run_1/placed.png
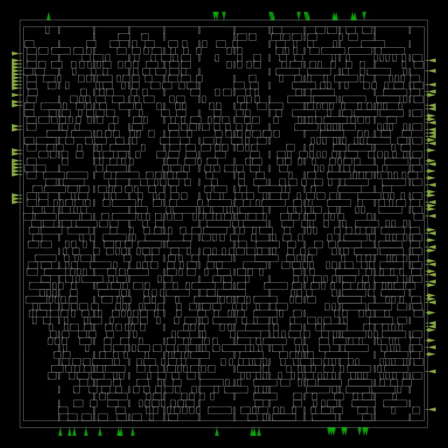
run_1/gates.png
The bar under the picture is 50 um long.
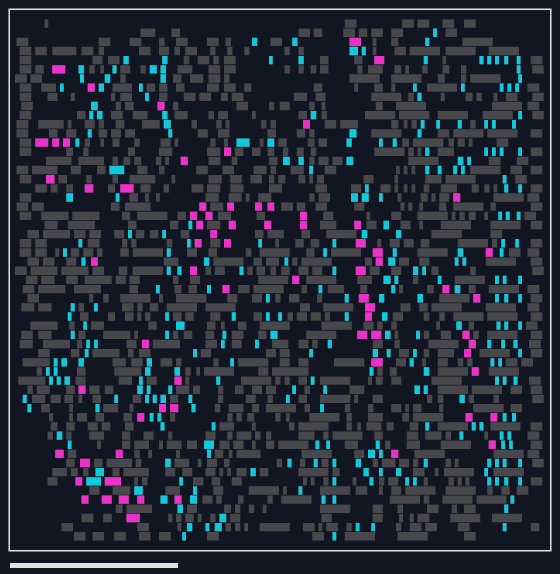
run_1/port_trees.png
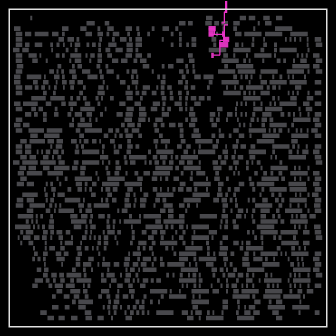
`src/rtl/fpu_pkg.sv`:
```
// Shared floating-point definitions: rounding-mode codes, flag bit order,
// and helpers producing the all-ones exponent and largest finite magnitude.
package fpu_pkg;

    localparam logic [2:0] RM_RNE = 3'b000;
    localparam logic [2:0] RM_RDN = 3'b001;
    localparam logic [2:0] RM_RUP = 3'b010;
    localparam logic [2:0] RM_RTZ = 3'b011;
    localparam logic [2:0] RM_RMM = 3'b100;

    // flags = {nv, dz, of, uf, nx}
    localparam int FLAG_NX = 0;
    localparam int FLAG_UF = 1;
    localparam int FLAG_OF = 2;
    localparam int FLAG_DZ = 3;
    localparam int FLAG_NV = 4;
    localparam int FLAG_W  = 5;

    // Wide enough to hold any supported exponent+fraction encoding.
    localparam int ENC_W = 128;

    // Reserved rounding codes behave as round-to-nearest-even.
    function automatic logic [2:0] fp_rm_canon(input logic [2:0] rm_v);
        if (rm_v > RM_RMM) begin
            return RM_RNE;
        end else begin
            return rm_v;
        end
    endfunction

    // All-ones exponent field, right-aligned.
    function automatic logic [ENC_W-1:0] fp_exp_all_ones(input int exp_w);
        logic [ENC_W-1:0] one_v;
        one_v = 128'd1;
        return (one_v << exp_w) - one_v;
    endfunction

    // Largest finite magnitude {all-ones-minus-one exponent, all-ones fraction}.
    function automatic logic [ENC_W-1:0] fp_max_finite(input int exp_w, input int frac_w);
        logic [ENC_W-1:0] one_v;
        one_v = 128'd1;
        return ((one_v << (exp_w + frac_w)) - one_v) - (one_v << frac_w);
    endfunction

endpackage

```
`src/rtl/fp_lzc_shift.sv`:
```
// Leading-zero count with a logarithmic left shifter: each stage checks the
// top 2^k bits and shifts them out when they are all zero.
module fp_lzc_shift #(
    parameter  int W  = 27,
    localparam int ZW = $clog2(W + 1)
) (
    input  logic [W-1:0]  data,
    output logic [ZW-1:0] zcnt,
    output logic [W-1:0]  shifted
);

    logic [W-1:0]  cur_s;
    logic [ZW-1:0] cnt_s;

    // Walk the power-of-two stages from the widest down to a single bit.
    always_comb begin
        cur_s = data;
        cnt_s = '0;
        for (int k = ZW - 1; k >= 0; k--) begin
            if ((cur_s >> (W - (1 << k))) == '0) begin
                cur_s = cur_s << (1 << k);
                cnt_s = cnt_s | ZW'(1 << k);
            end else begin
                cur_s = cur_s;
                cnt_s = cnt_s;
            end
        end
    end

    assign zcnt    = cnt_s;
    assign shifted = cur_s;

endmodule

```
`src/rtl/fadd_norm_pipe.sv`:
```
// Two-stage normalise / round-and-pack back end of the floating-point adder
// with a valid/ready handshake and a synchronous flush.
module fadd_norm_pipe
    import fpu_pkg::*;
#(
    parameter  int EXP_W  = 8,
    parameter  int FRAC_W = 23,
    localparam int CF_W   = FRAC_W + 5
) (
    input  logic                    clk,
    input  logic                    clrn,
    input  logic                    flush,
    input  logic                    in_valid,
    output logic                    in_ready,
    input  logic [2:0]              rm,
    input  logic                    sign,
    input  logic                    is_nan,
    input  logic                    is_inf,
    input  logic [FRAC_W-1:0]       inf_nan_frac,
    input  logic [EXP_W-1:0]        temp_exp,
    input  logic [CF_W-1:0]         cal_frac,
    output logic                    out_valid,
    input  logic                    out_ready,
    output logic [EXP_W+FRAC_W:0]   s,
    output logic [FLAG_W-1:0]       flags
);

    localparam int F0_W  = CF_W - 1;
    localparam int ZW    = $clog2(F0_W + 1);
    localparam int CMP_W = (EXP_W > ZW) ? EXP_W : ZW;
    localparam logic [ENC_W-1:0] EXP_ONES_V = fp_exp_all_ones(EXP_W);
    localparam logic [ENC_W-1:0] MAX_FIN_V  = fp_max_finite(EXP_W, FRAC_W);
    localparam logic [EXP_W-1:0] EXP_ONES   = EXP_ONES_V[EXP_W-1:0];
    localparam logic [EXP_W+FRAC_W-1:0] MAX_FIN = MAX_FIN_V[EXP_W+FRAC_W-1:0];
    localparam logic [EXP_W-1:0] EXP_ONE    = {{(EXP_W-1){1'b0}}, 1'b1};

    // ---------------- stage 1: normalise ----------------
    logic [F0_W-1:0]   low_s;
    logic [ZW-1:0]     zcnt_s;
    logic [F0_W-1:0]   norm_s;
    logic [CMP_W-1:0]  texp_ext_s;
    logic [CMP_W-1:0]  z_ext_s;
    logic [F0_W-1:0]   f0_nx_s;
    logic [EXP_W-1:0]  e0_nx_s;

    logic              s1_valid_r;
    logic [F0_W-1:0]   f0_r;
    logic [EXP_W-1:0]  e0_r;
    logic [2:0]        rm_r;
    logic              sign_r;
    logic              nan_r;
    logic              inf_r;
    logic [FRAC_W-1:0] pl_r;

    logic              s2_ready_s;

    assign low_s      = cal_frac[F0_W-1:0];
    assign texp_ext_s = CMP_W'(temp_exp);
    assign z_ext_s    = CMP_W'(zcnt_s);

    fp_lzc_shift #(.W(F0_W)) u_lzc (
        .data    (low_s),
        .zcnt    (zcnt_s),
        .shifted (norm_s)
    );

    // Choose carry right-shift, full normalisation, or denormal alignment.
    always_comb begin
        f0_nx_s = '0;
        e0_nx_s = '0;
        if (cal_frac[CF_W-1]) begin
            f0_nx_s = {cal_frac[CF_W-1:2], cal_frac[1] | cal_frac[0]};
            e0_nx_s = temp_exp + EXP_ONE;
        end else if ((texp_ext_s > z_ext_s) && norm_s[F0_W-1]) begin
            f0_nx_s = norm_s;
            e0_nx_s = temp_exp - EXP_W'(zcnt_s);
        end else if (temp_exp != '0) begin
            f0_nx_s = low_s << (temp_exp - EXP_ONE);
            e0_nx_s = '0;
        end else begin
            f0_nx_s = low_s;
            e0_nx_s = '0;
        end
    end

    assign s2_ready_s = ~out_valid | out_ready;
    assign in_ready   = ~s1_valid_r | s2_ready_s;

    // Stage-1 register: flush wins over a load; payload captured on transfer.
    always_ff @(posedge clk or negedge clrn) begin
        if (!clrn) begin
            s1_valid_r <= 1'b0;
            f0_r       <= '0;
            e0_r       <= '0;
            rm_r       <= RM_RNE;
            sign_r     <= 1'b0;
            nan_r      <= 1'b0;
            inf_r      <= 1'b0;
            pl_r       <= '0;
        end else if (flush) begin
            s1_valid_r <= 1'b0;
        end else if (in_ready) begin
            s1_valid_r <= in_valid;
            if (in_valid) begin
                f0_r   <= f0_nx_s;
                e0_r   <= e0_nx_s;
                rm_r   <= fp_rm_canon(rm);
                sign_r <= sign;
                nan_r  <= is_nan;
                inf_r  <= is_inf;
                pl_r   <= inf_nan_frac;
            end
        end
    end

    // ---------------- stage 2: round and pack ----------------
    logic                  any_s;
    logic                  inc_s;
    logic                  to_inf_s;
    logic [FRAC_W+1:0]     fr_s;
    logic [EXP_W-1:0]      exp_rnd_s;
    logic [EXP_W-1:0]      exp_s;
    logic                  of_s;
    logic                  nx_s;
    logic [EXP_W+FRAC_W:0] res_s;
    logic [FLAG_W-1:0]     flags_s;

    logic [EXP_W+FRAC_W:0] s_r;
    logic [FLAG_W-1:0]     flags_r;
    logic                  out_valid_r;

    assign any_s = f0_r[2] | f0_r[1] | f0_r[0];

    // Round-increment decision and overflow saturation direction per mode.
    always_comb begin
        inc_s    = 1'b0;
        to_inf_s = 1'b1;
        case (rm_r)
            RM_RNE: begin
                inc_s    = f0_r[2] & (f0_r[1] | f0_r[0] | f0_r[3]);
                to_inf_s = 1'b1;
            end
            RM_RMM: begin
                inc_s    = f0_r[2];
                to_inf_s = 1'b1;
            end
            RM_RDN: begin
                inc_s    = sign_r & any_s;
                to_inf_s = sign_r;
            end
            RM_RUP: begin
                inc_s    = ~sign_r & any_s;
                to_inf_s = ~sign_r;
            end
            RM_RTZ: begin
                inc_s    = 1'b0;
                to_inf_s = 1'b0;
            end
            default: begin
                inc_s    = f0_r[2] & (f0_r[1] | f0_r[0] | f0_r[3]);
                to_inf_s = 1'b1;
            end
        endcase
    end

    assign fr_s      = {1'b0, f0_r[CF_W-2:3]} + {{(FRAC_W+1){1'b0}}, inc_s};
    assign exp_rnd_s = e0_r + {{(EXP_W-1){1'b0}}, fr_s[FRAC_W+1]};

    // Final exponent, special-case priority and exception flags.
    always_comb begin
        exp_s   = exp_rnd_s;
        res_s   = '0;
        flags_s = '0;
        if ((e0_r == '0) && fr_s[FRAC_W]) begin
            exp_s = EXP_ONE;
        end else begin
            exp_s = exp_rnd_s;
        end
        of_s = ((e0_r == EXP_ONES) | (exp_s == EXP_ONES)) & ~nan_r & ~inf_r;
        nx_s = (any_s | of_s) & ~nan_r & ~inf_r;
        if (nan_r) begin
            res_s = {1'b1, EXP_ONES, pl_r};
        end else if (inf_r) begin
            res_s = {sign_r, EXP_ONES, pl_r};
        end else if (of_s) begin
            if (to_inf_s) begin
                res_s = {sign_r, EXP_ONES, {FRAC_W{1'b0}}};
            end else begin
                res_s = {sign_r, MAX_FIN};
            end
        end else begin
            res_s = {sign_r, exp_s, fr_s[FRAC_W-1:0]};
        end
        flags_s[FLAG_NV] = nan_r;
        flags_s[FLAG_DZ] = 1'b0;
        flags_s[FLAG_OF] = of_s;
        flags_s[FLAG_UF] = (e0_r == '0) & nx_s;
        flags_s[FLAG_NX] = nx_s;
    end

    // Output register: holds result while stalled, flush drops it.
    always_ff @(posedge clk or negedge clrn) begin
        if (!clrn) begin
            out_valid_r <= 1'b0;
            s_r         <= '0;
            flags_r     <= '0;
        end else if (flush) begin
            out_valid_r <= 1'b0;
        end else if (s2_ready_s) begin
            out_valid_r <= s1_valid_r;
            if (s1_valid_r) begin
                s_r     <= res_s;
                flags_r <= flags_s;
            end
        end
    end

    assign out_valid = out_valid_r;
    assign s         = s_r;
    assign flags     = flags_r;

endmodule
```
`config.mk`:
```
export PLATFORM = sky130hd
export DESIGN_NAME = fadd_norm_pipe
export DESIGN_NICKNAME = d
export VERILOG_FILES = /design/src/rtl/fpu_pkg.sv /design/src/rtl/fp_lzc_shift.sv /design/src/rtl/fadd_norm_pipe.sv
export SDC_FILE = /design/constraint.sdc
export NUM_CORES = 1
export LEC_CHECK = 0
export CAP_MARGIN = 20
export CELL_PAD_IN_SITES_DETAIL_PLACEMENT = 1
export CELL_PAD_IN_SITES_GLOBAL_PLACEMENT = 2
export CORE_UTILIZATION = 38
export CTS_BUF_LIST = sky130_fd_sc_hd__clkbuf_8
export CTS_CLUSTER_DIAMETER = 200
export DETAILED_ROUTE_END_ITERATION = 12
export HOLD_SLACK_MARGIN = 0.08
export PLACE_DENSITY_LB_ADDON = 0.2
export SLEW_MARGIN = 20
export SYNTH_ARGS = -nofsm -noshare
export SYNTH_HDL_FRONTEND = slang
export SYNTH_HIERARCHICAL = 1
export SYNTH_SLANG_ARGS = --single-unit
```
`constraint.sdc`:
```
create_clock -name clk -period 9.9 [get_ports clk]
set_input_delay 1.485 -clock clk [delete_from_list [all_inputs] [get_ports clk]]
set_output_delay 1.485 -clock clk [all_outputs]
set_load 0.01 [all_outputs]
```
==> metrics.csv, run 1 <==
metric,value,unit
antenna_left,0,
routabilityCongestion,0.929,
wl_per_cell,24.0,um
rr_endpoint,s[4]$_DFFE_PN0P_,
worst_slew_pin_slew,1.05,ns
finalHoldViolations,0,
crit_path_cell_trace,clkdlybuf4s50_1 -> nor4_4 -> nand2_1 -> a211o_1 -> nand2_2 -> inv_2 -> a21oi_1 -> nand2_1 -> inv_2 -> ha_1 -> inv_1 -> fa_1 -> a211o_1 -> o211ai_1 -> a31o_2 -> nand2_1 -> a221o_1 -> a2bb2oi_1,
crit_start,cal_frac[23],
min_path_cells,2,
setup_viol,0,
via_count,9848,
largest_area_cell,dfrtp_1,
die_w,160,um
holdBufCountCts,0,
cts_buffers,9,
final_util,44.9,%
endpoint_kind,flop,
hold_class,reg -> reg,
fp_util,39.0,%
cts-resized-gates,0,
chipArea,25700,um^2
cp-start-kind,primary input,
synth_flops,102,
hp-start,s[31]$_DFFE_PN0P_,
finalNetCount,1313,
edf_count,0,
root_buffer,clkbuf_8,
fp_nets,1262,
cp_data_required_time,10.17,ns
ir_drop,0.0606,mV
dp_hpwl,27400,um
synth_area,9540,um^2
cts_max_level,3,
grt_antenna_before_repair,1,
drive_gt1_share,10.3,%
maxSlewViolCount,0,
critical_path_class,in -> reg,
area_growth,15.1,%
grt_usage,29.0,%
crit_arrival,8.30,ns
yosys_most_used_dff,dfrtp_1,
grt_max_degree,75,
die_h,160,um
synth.top_cell.area_share,26.8,%
tool_warnings,29,
ys_async_sr_fraction,100,%
yosysWarningCount,6,
crit_path_frequent_cell,nand2_1,
via_per_inst,6.32,
top_cells_by_area,"dfrtp_1 (27%), nand2_1 (8.1%), mux2i_1 (4.6%), mux4_2 (4.0%), a21oi_1 (3.9%)",
grt_pass1_vias,9804,
drv_cap,0,
clock_skew,0.0206,ns
first_pass_iters,5,
finalWirelength,37500,um
drc_errors,0,
clock_latency,0.39,ns
min_period,8.03,ns
synth.distinct_cells,96,
yosysCellCount,1179,
max_freq,124,MHz
rsz0062_at_grt,no,
status,"finished, final reports clean",
About placed.png:
Rows: 57
Fill cells: 2979
core region area: 24500 um^2
registers: 102

About gates.png:
[nand cells] cyan | cells: 280 | where: widely spread
[and/or cells] magenta | cells: 72 | where: widely spread
most numerous logic cell after layout: nand2_1
combinational share of cell area: 59.4%
tally of non-filler cells in the final layout: 1559

About port_trees.png:
[flush] magenta | bits: 1 | direction: input | edge: top | end cells: 6 | wire: 46.5 um
I/O pins: 109
input/output buffers: 107

-- run 1: power by group --
part / total [mW] / leakage [nW] / internal (mW) / switching, mW
Sequential: 0.565 / 1.23 / 0.491 / 0.0743
Clock: 0.290 / 0.106 / 0.128 / 0.162
Combinational: 0.541 / 2.90 / 0.239 / 0.302
Total: 1.40 / 4.24 / 0.859 / 0.538
-- run 1: layout make-up --
class	count	area [um^2]	area share [%]
well taps	324	405	3.69
multi-input cells	967	6510	59.4
repair buffers	123	1190	10.8
clock inverters	6	75.1	0.684
clock buffers	10	138	1.25
inverters	27	101	0.923
flip-flops and latches	102	2550	23.3
-- run 1: state kept, by name, summed over array words and instances, names as in the netlist --
name / cells
e0_r: 8
f0_r: 27
flags: 4
inf_r: 1
nan_r: 1
out_valid: 1
pl_r: 23
rm_r: 3
s: 32
s1_valid_r: 1
sign_r: 1
-- run 1: layout by cell type, fill, tap and decap left out, types with 8 or more instances in the layout --
cell	n
a211oi_1	9
a21oi_1	75
a221oi_1	12
a22oi_1	16
a31oi_1	11
and3_1	14
buf_4	17
clkbuf_8	10
clkdlybuf4s50_1	106
dfrtp_1	102
ha_1	12
inv_1	22
mux2_1	10
mux2_2	17
mux2i_1	44
mux4_2	17
nand2_1	206
nand3_1	48
nand4_1	13
nor2_1	74
nor3_1	22
o211ai_1	34
o21ai_0	58
o221ai_1	13
o22ai_1	23
or2_2	8
or3_1	21
xnor2_1	22
xor2_1	14
-- run 1: routing by layer --
layer  part of all wire (%)  global-route usage, %  vias to the layer above
met2                     45                   45.7                      407
met5                      0                      0                        -
met1                     44                   39.7                     4859
li1                       -                      -                     4522
met4                    3.0                   10.8                        0
met3                    7.6                   5.06                       60
-- run 1: synth_stat cells (14+ instances only) --
master,n
nor2_1,74
xor2_1,14
or3_1,21
nand2_1,206
mux2i_1,44
buf_2,22
o22ai_1,23
xnor2_1,22
mux4_2,17
dfrtp_1,102
o21ai_0,58
nand3_1,48
inv_1,22
a22oi_1,16
mux2_2,17
and3_1,14
nor3_1,22
a21oi_1,75
clkbuf_1,50
o211ai_1,34
-- run 1: stage by stage --
stage	setup slack, ns	instances	area (um^2)
4_1_cts	2.00	1559	11000
2_1_floorplan	4.33	1179	9540
6_report	1.87	1559	11000
5_1_grt	1.44	1559	11000
3_5_place_dp	1.59	1543	10800
3_3_place_gp	1.77	1543	10800
-- run 1: logic make-up after synthesis --
group | after synthesis | share of synthesized area, %
simple gates | 482 | 25.7
compound gates | 347 | 25.6
buf+inv | 110 | 5.01
flops | 102 | 26.8
mux | 88 | 11.8
xor+xnor | 36 | 3.31
fa+ha+maj | 13 | 1.78
other cells | 1 | 0.0393
-- run 1: worst max-delay path: cells and delay by family --
kind                     cells  cell delay (ns)
buffers and inverters        4             1.33
AND-OR/OR-AND                7             2.77
adder cells (fa/ha/maj)      2             0.66
AND/OR/NAND/NOR              5             2.01
run_1/m3.png
The bar under the picture is 50 um long.
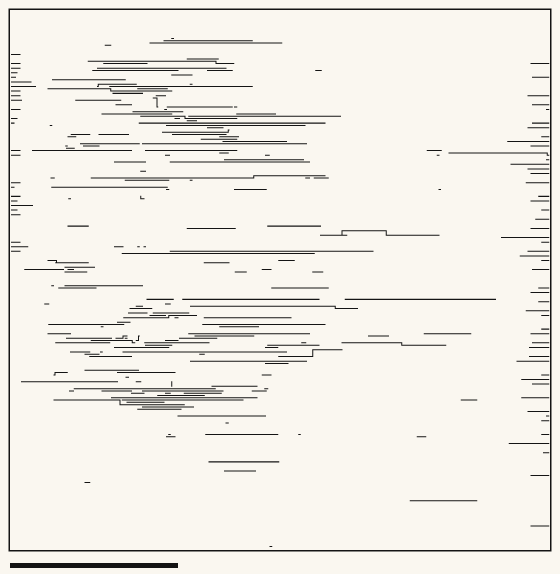

==> inputs of run 2 (changes only) <==
--- a/config.mk
+++ b/config.mk
@@ -8,7 +8,7 @@
 export CAP_MARGIN = 20
 export CELL_PAD_IN_SITES_DETAIL_PLACEMENT = 1
 export CELL_PAD_IN_SITES_GLOBAL_PLACEMENT = 2
-export CORE_UTILIZATION = 38
+export CORE_UTILIZATION = 35
 export CTS_BUF_LIST = sky130_fd_sc_hd__clkbuf_8
 export CTS_CLUSTER_DIAMETER = 200
 export DETAILED_ROUTE_END_ITERATION = 12
==> constraint.sdc (replaced) <==
create_clock -name clk -period 8.1 [get_ports clk]
set_input_delay 1.215 -clock clk [delete_from_list [all_inputs] [get_ports clk]]
set_output_delay 1.215 -clock clk [all_outputs]
set_load 0.01 [all_outputs]
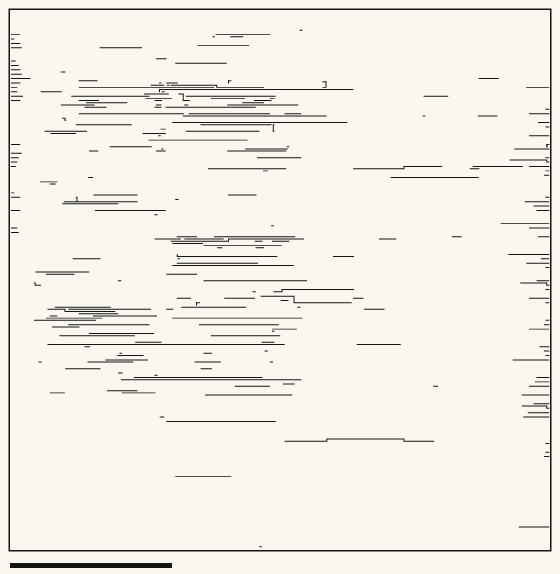
run_2/m3.png
The bar under the picture is 50 um long.
nets with wire on the layer: 174
longest straight run: 73.1 um
main direction: horizontal
share of all routed wire: 6.2%
Post-Route WL: 38800 um
met3 usage in global routing: 4.02%

==> run 2 against run 1 <==
Synthesized cell count stayed put; core utilization is 3.7 points lower; combinational power up 25%; sequential share of layout area down 0.19 points; setup slack worse by 0.72 ns; largest cell class unchanged; routed wire length rose by 3.4%; clock skew shrank 0.0069 ns.
==> metrics.csv, run 2 <==
metric,value,unit,change
status,"finished, final reports clean",,
grt_usage,28.1,%,-0.96 points
wl_per_cell,24.4,um,+1.6%
maxSlewViolCount,0,,unchanged
drv_cap,0,,unchanged
rr_endpoint,s[23]$_DFFE_PN0P_,,
top_cell,nand2_1,,
crit_start,cal_frac[11],,
num_rows,60,,+5.3%
fp_nets,1262,,unchanged
crit_path_cell_trace,clkdlybuf4s50_1 -> or4_4 -> a211o_1 -> nand2_1 -> o21ai_0 -> o21ai_2 -> nand2_1 -> inv_2 -> ha_1 -> inv_1 -> fa_1 -> a211o_1 -> o211ai_1 -> a31o_2 -> nand2_1 -> a221o_1 -> a2bb2oi_1,,
endpoint_kind,flop,,
via_count,9844,,-0.041%
clock_skew,0.0137,ns,-0.00691 ns
cts_max_level,3,,unchanged
drive_gt1_share,11.2,%,+0.87 points
root_buffer,clkbuf_8,,
synth.distinct_cells,96,,unchanged
netlist_top_cells_count,"nand2_1 (206), dfrtp_1 (102), a21oi_1 (75)",,
ir_drop,0.0580,mV,-4.3%
placedCellCount,1571,,+1.8%
die_w,167,um,+4.1%
die_h,167,um,+4.1%
worst_slew_pin_slew,1.08,ns,+0.0290 ns
port_buffers,107,,unchanged
setup_viol,0,,unchanged
seq_power_share,40.8,%,+0.3 points
synth.top_cell.area_share,26.8,%,unchanged
synth_area,9540,um^2,unchanged
yosysWarningCount,6,,unchanged
clkPwrFrac,19.2,%,-1.6 points
fp_util,35.5,%,-3.5 points
lay_top_count,nand2_1,,
top_cells_by_area,"dfrtp_1 (27%), nand2_1 (8.1%), mux2i_1 (4.6%), mux4_2 (4.0%), a21oi_1 (3.9%)",,
edf_count,0,,unchanged
dp_hpwl,28600,um,+4.4%
mostFrequentLayoutCells,"nand2_1 (206), clkdlybuf4s50_1 (106), dfrtp_1 (102)",,
holdBufCountCts,0,,unchanged
p_switching,670,uW,+25%
tool_warnings,29,,unchanged
fillers,3242,,+8.8%
max_freq,144,MHz,
yosysCellCount,1179,,unchanged
cp_data_required_time,8.37,ns,-1.80 ns
first_pass_iters,5,,unchanged
synth_flops,102,,unchanged
finalHoldViolations,0,,unchanged
largest_register_ffs,32,,unchanged
ys_chip_area,9540,um^2,
routabilityCongestion,0.966,,+4.0%
path_depth,17,,-1
ys_async_sr_fraction,100,%,unchanged
largest_area_cell,dfrtp_1,,
grt_max_degree,75,,unchanged
finalNetCount,1324,,+0.84%
antenna_left,0,,unchanged
clock_latency,0.39,ns,about the same
grt_pass1_vias,9952,,+1.5%
drc_errors,0,,unchanged
rsz0062_at_grt,no,,
final_cells,1587,,+1.8%
cts_buffers,9,,unchanged
yosys_most_used_dff,dfrtp_1,,
cts-resized-gates,0,,unchanged
via_per_inst,6.20,,-1.8%
hold_class,reg -> reg,,
ios,109,,unchanged
min_period,6.96,ns,
crit_path_frequent_cell,nand2_1,,
crit_arrival,7.23,ns,-1.07 ns
area_growth,16.0,%,
chipArea,27900,um^2,+8.5%
combPwrFrac,40.0,%,+1.3 points
p_int,1.02,mW,+19%
timing.critical_path.buf_inv,3,,-1
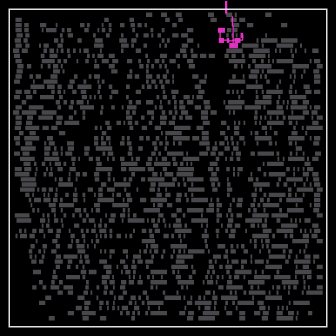
run_2/port_trees.png

run 2: power by group through the flow:
stage | registers, mW | logic [mW] | clock network [mW]
final | 0.690 | 0.677 | 0.325
after global routing | 0.705 | 0.735 | 0.352
after CTS | 0.690 | 0.674 | 0.335
after detailed placement | 0.700 | 0.670 | 0
after global placement | 0.697 | 0.665 | 0
after floorplan | 0.689 | 0.362 | 0
run 2: cells by family after synthesis:
| family | count (synthesis) | synth area share, % |
|---|---|---|
| xor+xnor | 36 | 3.31 |
| simple gates | 482 | 25.7 |
| other cells | 1 | 0.0393 |
| compound gates | 347 | 25.6 |
| mux | 88 | 11.8 |
| buf+inv | 110 | 5.01 |
| fa+ha+maj | 13 | 1.78 |
| flops | 102 | 26.8 |
run 2: layout make-up:
class | count | area [um^2] | share of cell area, %
well taps | 341 | 427 | 3.86
multi-input cells | 967 | 6520 | 58.9
clock buffers | 10 | 138 | 1.24
clock inverters | 6 | 58.8 | 0.531
inverters | 27 | 101 | 0.916
flip-flops and latches | 102 | 2550 | 23.1
repair buffers | 134 | 1270 | 11.5
run 2: per-stage QoR:
stage          util [%]  power [mW]  cell area [um^2]  setup WS, ns
2_1_floorplan         -        1.05              9540          2.80
3_3_place_gp       40.4        1.36             10900         0.979
3_5_place_dp       40.4        1.37             10900         0.822
4_1_cts            41.2        1.70             11100          1.23
5_1_grt            41.2        1.79             11100         0.698
6_report           41.2        1.69             11100          1.14
run 2: how the worst min path moves through the flow:
stage	start	to	slack [ns]	cells past startpoint
after floorplan	pl_r[0]$_DFFE_PN0P_	pl_r[0]$_DFFE_PN0P_	0.44	2
after global placement	pl_r[9]$_DFFE_PN0P_	pl_r[9]$_DFFE_PN0P_	0.46	2
after detailed placement	pl_r[22]$_DFFE_PN0P_	pl_r[22]$_DFFE_PN0P_	0.46	2
after CTS	pl_r[22]$_DFFE_PN0P_	pl_r[22]$_DFFE_PN0P_	0.49	2
after global routing	pl_r[22]$_DFFE_PN0P_	pl_r[22]$_DFFE_PN0P_	0.51	2
final	pl_r[22]$_DFFE_PN0P_	pl_r[22]$_DFFE_PN0P_	0.49	2
run 2: layer usage:
| layer | vias up | routed length [um] | track usage [%] |
|---|---|---|---|
| li1 | 4548 | - | - |
| met1 | 4848 | 18100 | 40.2 |
| met2 | 377 | 17100 | 43.2 |
| met3 | 69 | 2400 | 4.02 |
| met4 | 2 | 1190 | 9.02 |
| met5 | - | 9 | 0 |
run 2: worst register-to-register path: stages, from the launching register on:
cell	delay [ns]
dfrtp_1	0.45
mux2i_1	0.23
nor2_1	0.15
nor2_1	0.14
ha_1	0.21
ha_1	0.21
and4_1	0.34
nand4_1	0.32
nor4_1	0.48
ha_1	0.28
nand2_1	0.11
or3_1	0.32
a2111o_1	0.45
o21bai_2	0.59
nand3_1	0.38
nor3b_1	0.24
Power and IR drop assume default switching activity.
